run_1/metal_stack.png
(1 px per um) Only two layers are drawn.
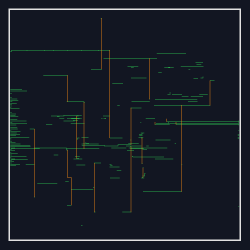
run_1/final_placement.png
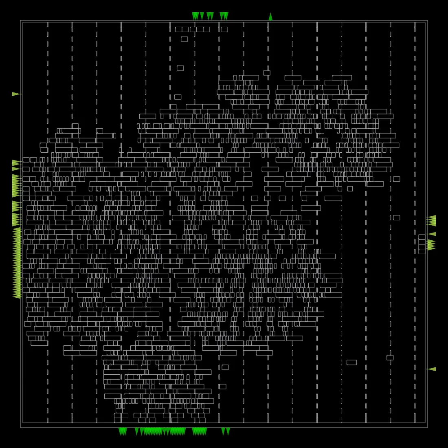
run_1/met2.png
(2 px per um)
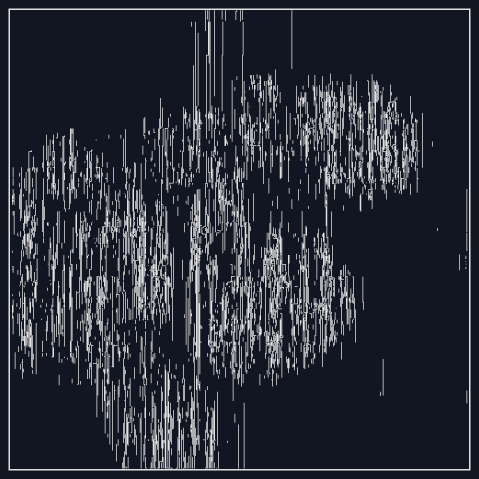
<file path="src/rtl/rvsteel_uart_bus_bridge.sv">
// UART-driven IO bus initiator. The host sends 'W' addr[4] data[4] or 'R' addr[4]
// (multi-byte fields MSB first, 8N1 framing). The bridge runs one 32-bit bus
// transaction and replies with ACK, NAK or the four read-data bytes.
module rvsteel_uart_bus_bridge #(
  parameter int unsigned CLOCK_FREQUENCY = 50000000,
  parameter int unsigned UART_BAUD_RATE  = 9600,
  parameter int unsigned BUS_TIMEOUT     = 255
) (
  input  logic        clock,
  input  logic        reset_n,
  input  logic        uart_rx,
  output logic        uart_tx,
  output logic [31:0] rw_address,
  input  logic [31:0] read_data,
  output logic        read_request,
  input  logic        read_response,
  output logic [31:0] write_data,
  output logic [3:0]  write_strobe,
  output logic        write_request,
  input  logic        write_response,
  output logic        busy
);

  localparam logic [31:0] CPB        = 32'(CLOCK_FREQUENCY / UART_BAUD_RATE);
  localparam logic [31:0] HALF_CPB   = CPB / 32'd2;
  localparam logic [31:0] IB_TIMEOUT = CPB * 32'd160;
  localparam logic [31:0] BUS_TO     = 32'(BUS_TIMEOUT);
  localparam logic [7:0]  CMD_W = 8'h57;
  localparam logic [7:0]  CMD_R = 8'h52;
  localparam logic [7:0]  ACK   = 8'h06;
  localparam logic [7:0]  NAK   = 8'h15;

  typedef enum logic [1:0] {RX_IDLE, RX_START, RX_DATA, RX_STOP} rx_state_e;
  typedef enum logic [2:0] {S_IDLE, S_GET_ADDR, S_GET_DATA, S_BUS_WRITE, S_BUS_READ, S_SEND} state_e;

  // ---------------------------------------------------------------- receiver
  logic        rx_meta_q, rx_sync_q;
  rx_state_e   rx_state_q, rx_state_d;
  logic [31:0] rx_cnt_q, rx_cnt_d;
  logic [2:0]  rx_bit_q, rx_bit_d;
  logic [7:0]  rx_shift_q, rx_shift_d;
  logic        rx_valid_q, rx_valid_d;

  // Receiver state register plus two-flop synchroniser on the raw line.
  // NOTE: sequential blocks use <= so every flop samples pre-edge values; = here would chain the two sync stages into one.
  always_ff @(posedge clock or negedge reset_n) begin
    if (!reset_n) begin
      rx_meta_q  <= 1'b1;
      rx_sync_q  <= 1'b1;
      rx_state_q <= RX_IDLE;
      rx_cnt_q   <= '0;
      rx_bit_q   <= '0;
      rx_shift_q <= '0;
      rx_valid_q <= 1'b0;
    end else begin
      rx_meta_q  <= uart_rx;
      rx_sync_q  <= rx_meta_q;
      rx_state_q <= rx_state_d;
      rx_cnt_q   <= rx_cnt_d;
      rx_bit_q   <= rx_bit_d;
      rx_shift_q <= rx_shift_d;
      rx_valid_q <= rx_valid_d;
    end
  end

  // Receiver next state: glitch check at half a bit, then sample mid-bit.
  // NOTE: every always_comb output gets a default first so no path can leave it unassigned and infer a latch.
  always_comb begin
    rx_state_d = rx_state_q;
    rx_cnt_d   = rx_cnt_q + 32'd1;
    rx_bit_d   = rx_bit_q;
    rx_shift_d = rx_shift_q;
    rx_valid_d = 1'b0;
    case (rx_state_q)
      RX_IDLE: begin
        rx_cnt_d = '0;
        if (!rx_sync_q) rx_state_d = RX_START;
      end
      RX_START: if (rx_cnt_q == HALF_CPB - 32'd1) begin
        rx_cnt_d   = '0;
        rx_bit_d   = '0;
        rx_state_d = rx_sync_q ? RX_IDLE : RX_DATA;
      end
      RX_DATA: if (rx_cnt_q == CPB - 32'd1) begin
        rx_cnt_d   = '0;
        rx_shift_d = {rx_sync_q, rx_shift_q[7:1]};
        rx_bit_d   = rx_bit_q + 3'd1;
        if (rx_bit_q == 3'd7) rx_state_d = RX_STOP;
      end
      RX_STOP: if (rx_cnt_q == CPB - 32'd1) begin
        rx_valid_d = rx_sync_q;  // a low stop bit is a framing error: drop the byte
        rx_state_d = RX_IDLE;
      end
      default: rx_state_d = RX_IDLE;
    endcase
  end

  // ------------------------------------------------------------- transmitter
  logic        tx_q, tx_busy_q, tx_start;
  logic [8:0]  tx_shift_q;
  logic [3:0]  tx_bit_q;
  logic [31:0] tx_cnt_q;
  logic [7:0]  tx_byte;

  // Transmitter: start bit, 8 data bits LSB first, stop bit; idle again right after stop.
  always_ff @(posedge clock or negedge reset_n) begin
    if (!reset_n) begin
      tx_q       <= 1'b1;
      tx_busy_q  <= 1'b0;
      tx_shift_q <= '1;
      tx_bit_q   <= '0;
      tx_cnt_q   <= '0;
    end else if (!tx_busy_q) begin
      if (tx_start) begin
        tx_busy_q  <= 1'b1;
        tx_q       <= 1'b0;
        tx_shift_q <= {1'b1, tx_byte};
        tx_bit_q   <= '0;
        tx_cnt_q   <= '0;
      end
    end else if (tx_cnt_q == CPB - 32'd1) begin
      tx_cnt_q <= '0;
      if (tx_bit_q == 4'd9) begin
        tx_busy_q <= 1'b0;
      end else begin
        tx_q       <= tx_shift_q[0];
        tx_shift_q <= {1'b1, tx_shift_q[8:1]};
        tx_bit_q   <= tx_bit_q + 4'd1;
      end
    end else begin
      tx_cnt_q <= tx_cnt_q + 32'd1;
    end
  end

  // --------------------------------------------------------- command engine
  state_e      state_q, state_d;
  logic        is_write_q, is_write_d;
  logic [1:0]  byte_cnt_q, byte_cnt_d;
  logic [31:0] timer_q, timer_d;
  logic [31:0] addr_q, addr_d, wdata_q, wdata_d, send_data_q, send_data_d;
  logic        rreq_q, rreq_d, wreq_q, wreq_d;
  logic [3:0]  strb_q, strb_d;
  logic [2:0]  send_cnt_q, send_cnt_d;

  // Command engine state and registered bus outputs.
  always_ff @(posedge clock or negedge reset_n) begin
    if (!reset_n) begin
      state_q     <= S_IDLE;
      is_write_q  <= 1'b0;
      byte_cnt_q  <= '0;
      timer_q     <= '0;
      addr_q      <= '0;
      wdata_q     <= '0;
      send_data_q <= '0;
      rreq_q      <= 1'b0;
      wreq_q      <= 1'b0;
      strb_q      <= '0;
      send_cnt_q  <= '0;
    end else begin
      state_q     <= state_d;
      is_write_q  <= is_write_d;
      byte_cnt_q  <= byte_cnt_d;
      timer_q     <= timer_d;
      addr_q      <= addr_d;
      wdata_q     <= wdata_d;
      send_data_q <= send_data_d;
      rreq_q      <= rreq_d;
      wreq_q      <= wreq_d;
      strb_q      <= strb_d;
      send_cnt_q  <= send_cnt_d;
    end
  end

  // Command decode, bus handshake with timeout, and reply sequencing.
  always_comb begin
    state_d     = state_q;
    is_write_d  = is_write_q;
    byte_cnt_d  = byte_cnt_q;
    timer_d     = timer_q;
    addr_d      = addr_q;
    wdata_d     = wdata_q;
    send_data_d = send_data_q;
    rreq_d      = rreq_q;
    wreq_d      = wreq_q;
    strb_d      = strb_q;
    send_cnt_d  = send_cnt_q;
    tx_start    = 1'b0;
    tx_byte     = send_data_q[31:24];
    case (state_q)
      S_IDLE: if (rx_valid_q) begin
        byte_cnt_d = 2'd3;
        timer_d    = '0;
        if (rx_shift_q == CMD_W || rx_shift_q == CMD_R) begin
          is_write_d = (rx_shift_q == CMD_W);
          state_d    = S_GET_ADDR;
        end else begin
          send_data_d = {NAK, 24'h0};
          send_cnt_d  = 3'd1;
          state_d     = S_SEND;
        end
      end
      S_GET_ADDR, S_GET_DATA: begin
        timer_d = timer_q + 32'd1;
        if (rx_valid_q) begin
          timer_d    = '0;
          byte_cnt_d = byte_cnt_q - 2'd1;
          if (state_q == S_GET_ADDR) addr_d  = {addr_q[23:0], rx_shift_q};
          else                       wdata_d = {wdata_q[23:0], rx_shift_q};
          if (byte_cnt_q == 2'd0) begin
            byte_cnt_d = 2'd3;
            if (state_q == S_GET_DATA) state_d = S_BUS_WRITE;
            else if (is_write_q)       state_d = S_GET_DATA;
            else                       state_d = S_BUS_READ;
          end
        end else if (timer_q == IB_TIMEOUT - 32'd1) begin
          state_d = S_IDLE;  // host lost a byte: resynchronise silently
        end
      end
      S_BUS_WRITE: begin
        if (!wreq_q) begin
          // first cycle here: address/data already stable, raise request now
          wreq_d  = 1'b1;
          strb_d  = 4'hF;
          timer_d = '0;
        end else if (write_response || timer_q == BUS_TO - 32'd1) begin
          wreq_d      = 1'b0;
          strb_d      = '0;
          send_data_d = {(write_response ? ACK : NAK), 24'h0};
          send_cnt_d  = 3'd1;
          state_d     = S_SEND;
        end else begin
          timer_d = timer_q + 32'd1;
        end
      end
      S_BUS_READ: begin
        if (!rreq_q) begin
          rreq_d  = 1'b1;
          timer_d = '0;
        end else if (read_response) begin
          rreq_d      = 1'b0;
          send_data_d = read_data;
          send_cnt_d  = 3'd4;
          state_d     = S_SEND;
        end else if (timer_q == BUS_TO - 32'd1) begin
          rreq_d      = 1'b0;
          send_data_d = {NAK, 24'h0};
          send_cnt_d  = 3'd1;
          state_d     = S_SEND;
        end else begin
          timer_d = timer_q + 32'd1;
        end
      end
      S_SEND: if (!tx_busy_q) begin
        if (send_cnt_q != 3'd0) begin
          tx_start    = 1'b1;
          send_data_d = {send_data_q[23:0], 8'h00};
          send_cnt_d  = send_cnt_q - 3'd1;
        end else begin
          state_d = S_IDLE;  // last frame fully on the wire
        end
      end
      default: state_d = S_IDLE;
    endcase
  end

  assign uart_tx       = tx_q;
  assign rw_address    = addr_q;
  assign write_data    = wdata_q;
  assign read_request  = rreq_q;
  assign write_request = wreq_q;
  assign write_strobe  = strb_q;
  assign busy          = (state_q != S_IDLE);

endmodule

</file>
<file path="config.mk">
export PLATFORM = sky130hd
export DESIGN_NAME = rvsteel_uart_bus_bridge
export DESIGN_NICKNAME = d
export VERILOG_FILES = /design/src/rtl/rvsteel_uart_bus_bridge.sv
export SDC_FILE = /design/constraint.sdc
export NUM_CORES = 1
export LEC_CHECK = 0
export ABC_AREA = 1
export CAP_MARGIN = 10
export CORE_UTILIZATION = 25
export DETAILED_ROUTE_END_ITERATION = 10
export HOLD_SLACK_MARGIN = 0.1
export SYNTH_ARGS = -nofsm -noshare
export SYNTH_HDL_FRONTEND = slang
export SYNTH_SLANG_ARGS = --single-unit
</file>
<file path="constraint.sdc">
create_clock -name clock -period 2.5 [get_ports clock]
set_clock_uncertainty 0.05 [all_clocks]
set_input_delay 0.75 -clock clock [delete_from_list [all_inputs] [get_ports clock]]
set_output_delay 0.75 -clock clock [all_outputs]
set_load 0.005 [all_outputs]
</file>
==> run_results.csv, run 1 <==
group,metric,value,unit
status,status,"completed",
grt,grt-ovfl-total,0,
worst_setup_path,cp_top_family,"buffers and inverters",
synthesis,most_common_cell,"nand2_1",
synthesis,synth-edff-count,0,
grt,grt_max_degree,50,
worst_setup_path,cp-end-kind,"primary output",
grt,globalRouteMet1Util,0.175,
clocking,clk_path_buf_depth,3,
synthesis,synth_area,12900,um2
timing,rsz0062_at_grt,"false",
clocking,cts.htree.levels,1,
hold_path,hp-class,"register to register",
synthesis,synth_top_area_share,0.431,
synthesis,ys_sh_simple,0.351,
timing,relSlewSlack,0.475,
clocking,cts_buffers,28,
worst_setup_path,worstPathArrival,1.62,ns
synthesis,syn_avg_cell_area,7.34,um2
run,openroad.warnings,28,
grt,grt_most_used_layer,"met2",
timing,maxSlewViolCount,0,
cells_and_area,nNetsFinal,1933,
synthesis,async_flop_share,1.00,
cells_and_area,clock_area_frac,0.0664,
cells_and_area,drive_gt1_frac,0.0797,
floorplanning,die_area,52700,um2
power_and_ir_drop,peakVddDrop,0.485,mV
grt,use_met3,0.0270,
cells_and_area,finalInstanceArea,16000,um2
power_and_ir_drop,total_power,8570,uW
floorplanning,core_util_floorplan,0.253,
worst_setup_path,r2r_slack,0.29,ns
worst_setup_path,cp-start-kind,"register",
worst_setup_path,worstPathRequired,1.70,ns
synthesis,ys_cells,1764,
synthesis,synth_cell_type_count,47,
floorplanning,io_pins,109,
detailed_routing,ant_nets,0,
synthesis,xor_area_frac,0.0318,
timing,worst_pin_slew,0.785,ns
power_and_ir_drop,power_density,535,nW/um2
grt,gr-usage-all-layers,0.134,
synthesis,ys.flops,234,
power_and_ir_drop,power_frac_comb,0.020,
clocking,postCtsSetupRepairBufs,0,
synthesis,fp_nets,1812,
synthesis,syn_inst,1764,
cells_and_area,sh_comb_area,0.385,
floorplanning,tap_cells,680,
synthesis,synthTopLogicFamily,"simple AND/OR/NAND/NOR gates",
power_and_ir_drop,clkPwrFrac,0.537,
clocking,cts_root_buffer,"clkbuf_16",
detailed_routing,wire_per_inst,13.6,um
synthesis,top_cells_by_count,"nand2_1, dfrtp_1, nor2_1, inv_1, nand3_1",
synthesis,area_leaders,"dfrtp_1, nand2_1, nor2_1, inv_1, nand3_1",
synthesis,yosysTopAreaCell,"dfrtp_1",
clocking,cts_tree,"built",
timing,hold_violations,0,
clocking,post_cts_resized,2,
power_and_ir_drop,powerComb,173,uW
synthesis,flop_cell,"dfrtp_1",
synthesis,synth_seq_share,0.453,
placement,dp_cells,2534,
worst_setup_path,slowest_delay,0.56,ns
grt,antenna_found_initial,3,
floorplanning,chipWidth,230,um
placement,gp_congestion,0.918,
worst_setup_path,crit_type,"register to primary output",
cells_and_area,flop_area,5870,um2
detailed_routing,highest_layer,"met5",
grt,grt_pass1_wl,58800,um
power_and_ir_drop,switchingPower,1840,uW
grt,grt_pass1_vias,11600,
synthesis,muxShareOfSynthArea,0.00773,
timing,finalSetupTns,0,ns
power_and_ir_drop,p_clk,4600,uW
placement,dp_hpwl,26000,um
synthesis,ys_area,12900,um2
cells_and_area,area_growth,23.8,%
timing,finalCriticalPeriod,2.42,ns
cells_and_area,clock_buffers,31,
worst_setup_path,critPathMaxFanout,11,
clocking,clock_latency,0.57,ns
clocking,clk_pin_slew,0.06,ns
power_and_ir_drop,power.internal,6730,uW
cells_and_area,diodes,0,
## Picture notes: metal_stack.png
met4 -> orange  # wire length 725 um
met3 -> green  # wire length 1770 um

## Picture notes: final_placement.png
Final Core Density: 0.313
core area: 51200 um2
Non-Filler Instances: 2587
fillers: 5443
sequential cell area share: 0.366

## Picture notes: met2.png
longest straight run = 58.8 um
main direction = vertical
nets with wire on the layer = 1526
wire length on this layer = 16400 um
share of all routed wire = 47%
routed vias: 11800
final wirelength: 35200 um
GR Layer Usage met2: 0.224

[run 1: worst paths after layout]
| check | from | end | depth (start not counted) |
|---|---|---|---|
| hold / removal | rx_meta_q | rx_sync_q | 0 |
| max in group asynchronous | reset_n | tx_shift_q[7] | 3 |
| hold reg to reg | rx_meta_q | rx_sync_q | 0 |
| setup / recovery | write_request | write_request | 1 |
| setup reg to reg | rx_shift_q[7] | send_data_q[8] | 11 |
| min in group asynchronous | reset_n | timer_q[25] | 2 |
[run 1: registers in the layout, summed over array words and instances, names as in the netlist, 8 cells and up, named ones only]
| signal | flops |
|---|---|
| rx_cnt_q | 32 |
| timer_q | 32 |
| rw_address | 32 |
| tx_shift_q | 8 |
| write_data | 32 |
| send_data_q | 32 |
| tx_cnt_q | 32 |
| rx_shift_q | 8 |
run_1/port_nets.png
(1 px per um)
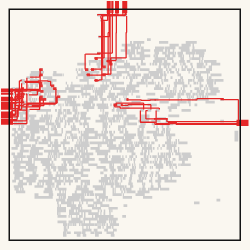

==> inputs of run 2 (changes only) <==
--- a/config.mk
+++ b/config.mk
@@ -9,7 +9,6 @@
 export CAP_MARGIN = 10
 export CORE_UTILIZATION = 25
 export DETAILED_ROUTE_END_ITERATION = 10
-export HOLD_SLACK_MARGIN = 0.1
 export SYNTH_ARGS = -nofsm -noshare
 export SYNTH_HDL_FRONTEND = slang
 export SYNTH_SLANG_ARGS = --single-unit
run_2/port_nets.png
(1 px per um)
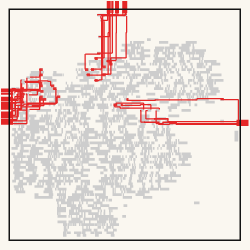
read_data -> red  # bits 32, direction input, end cells 32, buffers 32, wire 2050 um

==> run 2 against run 1 <==
  * Synthesized area unchanged
  * Synthesized cell count unchanged
  * Utilization about the same
  * Combinational power about the same
  * Die area unchanged
  * First-iteration DRC count down 2.6%
  * Via count down 0.17%
  * Final area about the same
  * Fmax about the same
  * Global-route usage about the same
==> run_results.csv, run 2 <==
group,metric,value,unit
clocking,postCtsSetupRepairBufs,0,
synthesis,synth_seq_share,0.453,
cells_and_area,fill_cells,5444,
status,status,"completed",
cells_and_area,drive_gt1_frac,0.0797,
synthesis,fp_nets,1812,
power_and_ir_drop,power_density,535,nW/um2
power_and_ir_drop,clkPwrFrac,0.537,
hold_path,hp-class,"primary input to async pin",
clocking,cts.htree.levels,1,
detailed_routing,wire_per_inst,13.6,um
worst_setup_path,path_depth,3,
grt,use_met3,0.0270,
placement,gp_congestion,0.918,
grt,grt_pass1_vias,11600,
cells_and_area,finalInstanceArea,16000,um2
timing,rsz0062_at_grt,"false",
worst_setup_path,reg2reg_from,"rx_shift_q[7]",
synthesis,syn_inst,1764,
floorplanning,die_area,52700,um2
worst_setup_path,ff2ff_path_depth,11,
synthesis,ys_cells,1764,
synthesis,synth-edff-count,0,
worst_setup_path,rr_endpoint,"send_data_q[8]",
worst_setup_path,cp-end-kind,"primary output",
clocking,cts_tree,"built",
grt,grt_most_used_layer,"met2",
floorplanning,core_util_floorplan,0.253,
power_and_ir_drop,switchingPower,1840,uW
synthesis,top_cells_by_count,"nand2_1, dfrtp_1, nor2_1, inv_1, nand3_1",
synthesis,syn_avg_cell_area,7.34,um2
synthesis,yosysTopAreaCell,"dfrtp_1",
placement,dp_hpwl,26000,um
worst_setup_path,cp-start-kind,"register",
detailed_routing,totalWireLength,35100,um
clocking,clk_path_buf_depth,3,
clocking,clock_latency,0.57,ns
cells_and_area,nNetsFinal,1932,
synthesis,synth_top_area_share,0.431,
clocking,clk_pin_slew,0.06,ns
worst_setup_path,crit_type,"register to primary output",
worst_setup_path,critPathMaxFanout,6,
synthesis,synth_cell_type_count,47,
clocking,post_cts_resized,2,
detailed_routing,ant_nets,0,
grt,grt_pass1_wl,58800,um
timing,finalSetupTns,0,ns
synthesis,flop_cell,"dfrtp_1",
timing,hold_violations,0,
grt,grt-ovfl-total,0,
synthesis,area_leaders,"dfrtp_1, nand2_1, nor2_1, inv_1, nand3_1",
placement,dp_cells,2534,
worst_setup_path,cp_top_family,"flip-flops",
worst_setup_path,worstPathArrival,1.62,ns
timing,finalCriticalPeriod,2.42,ns
[run 2: cell count changes in the layout (fill, tap and decap cells not counted), sizes merged]
cell | before | now
dlygate4sd3 | 1 | 0
[run 2: cells by family (layout without fill, tap and decap cells)]
family / count (synthesis) / in the layout / share of synthesized area
simple gates: 1074 / 1074 / 0.351
flops: 234 / 234 / 0.453
buf+inv: 219 / 361 / 0.0708
compound gates: 170 / 170 / 0.0745
xor+xnor: 47 / 47 / 0.0318
fa+ha+maj: 11 / 11 / 0.0106
mux: 9 / 9 / 0.00773
[run 2: final cells by class]
class                      count  area [um2]  area share
tap                          680         851      0.0531
clock inverter                21         333      0.0208
sequential                   234        5870       0.367
multi-input combinational   1311        6160       0.385
timing repair buffer         149        1470      0.0916
inverter                     160         601      0.0375
clock buffer                  31         732      0.0457
Power is estimated from default activity; no workload was simulated.
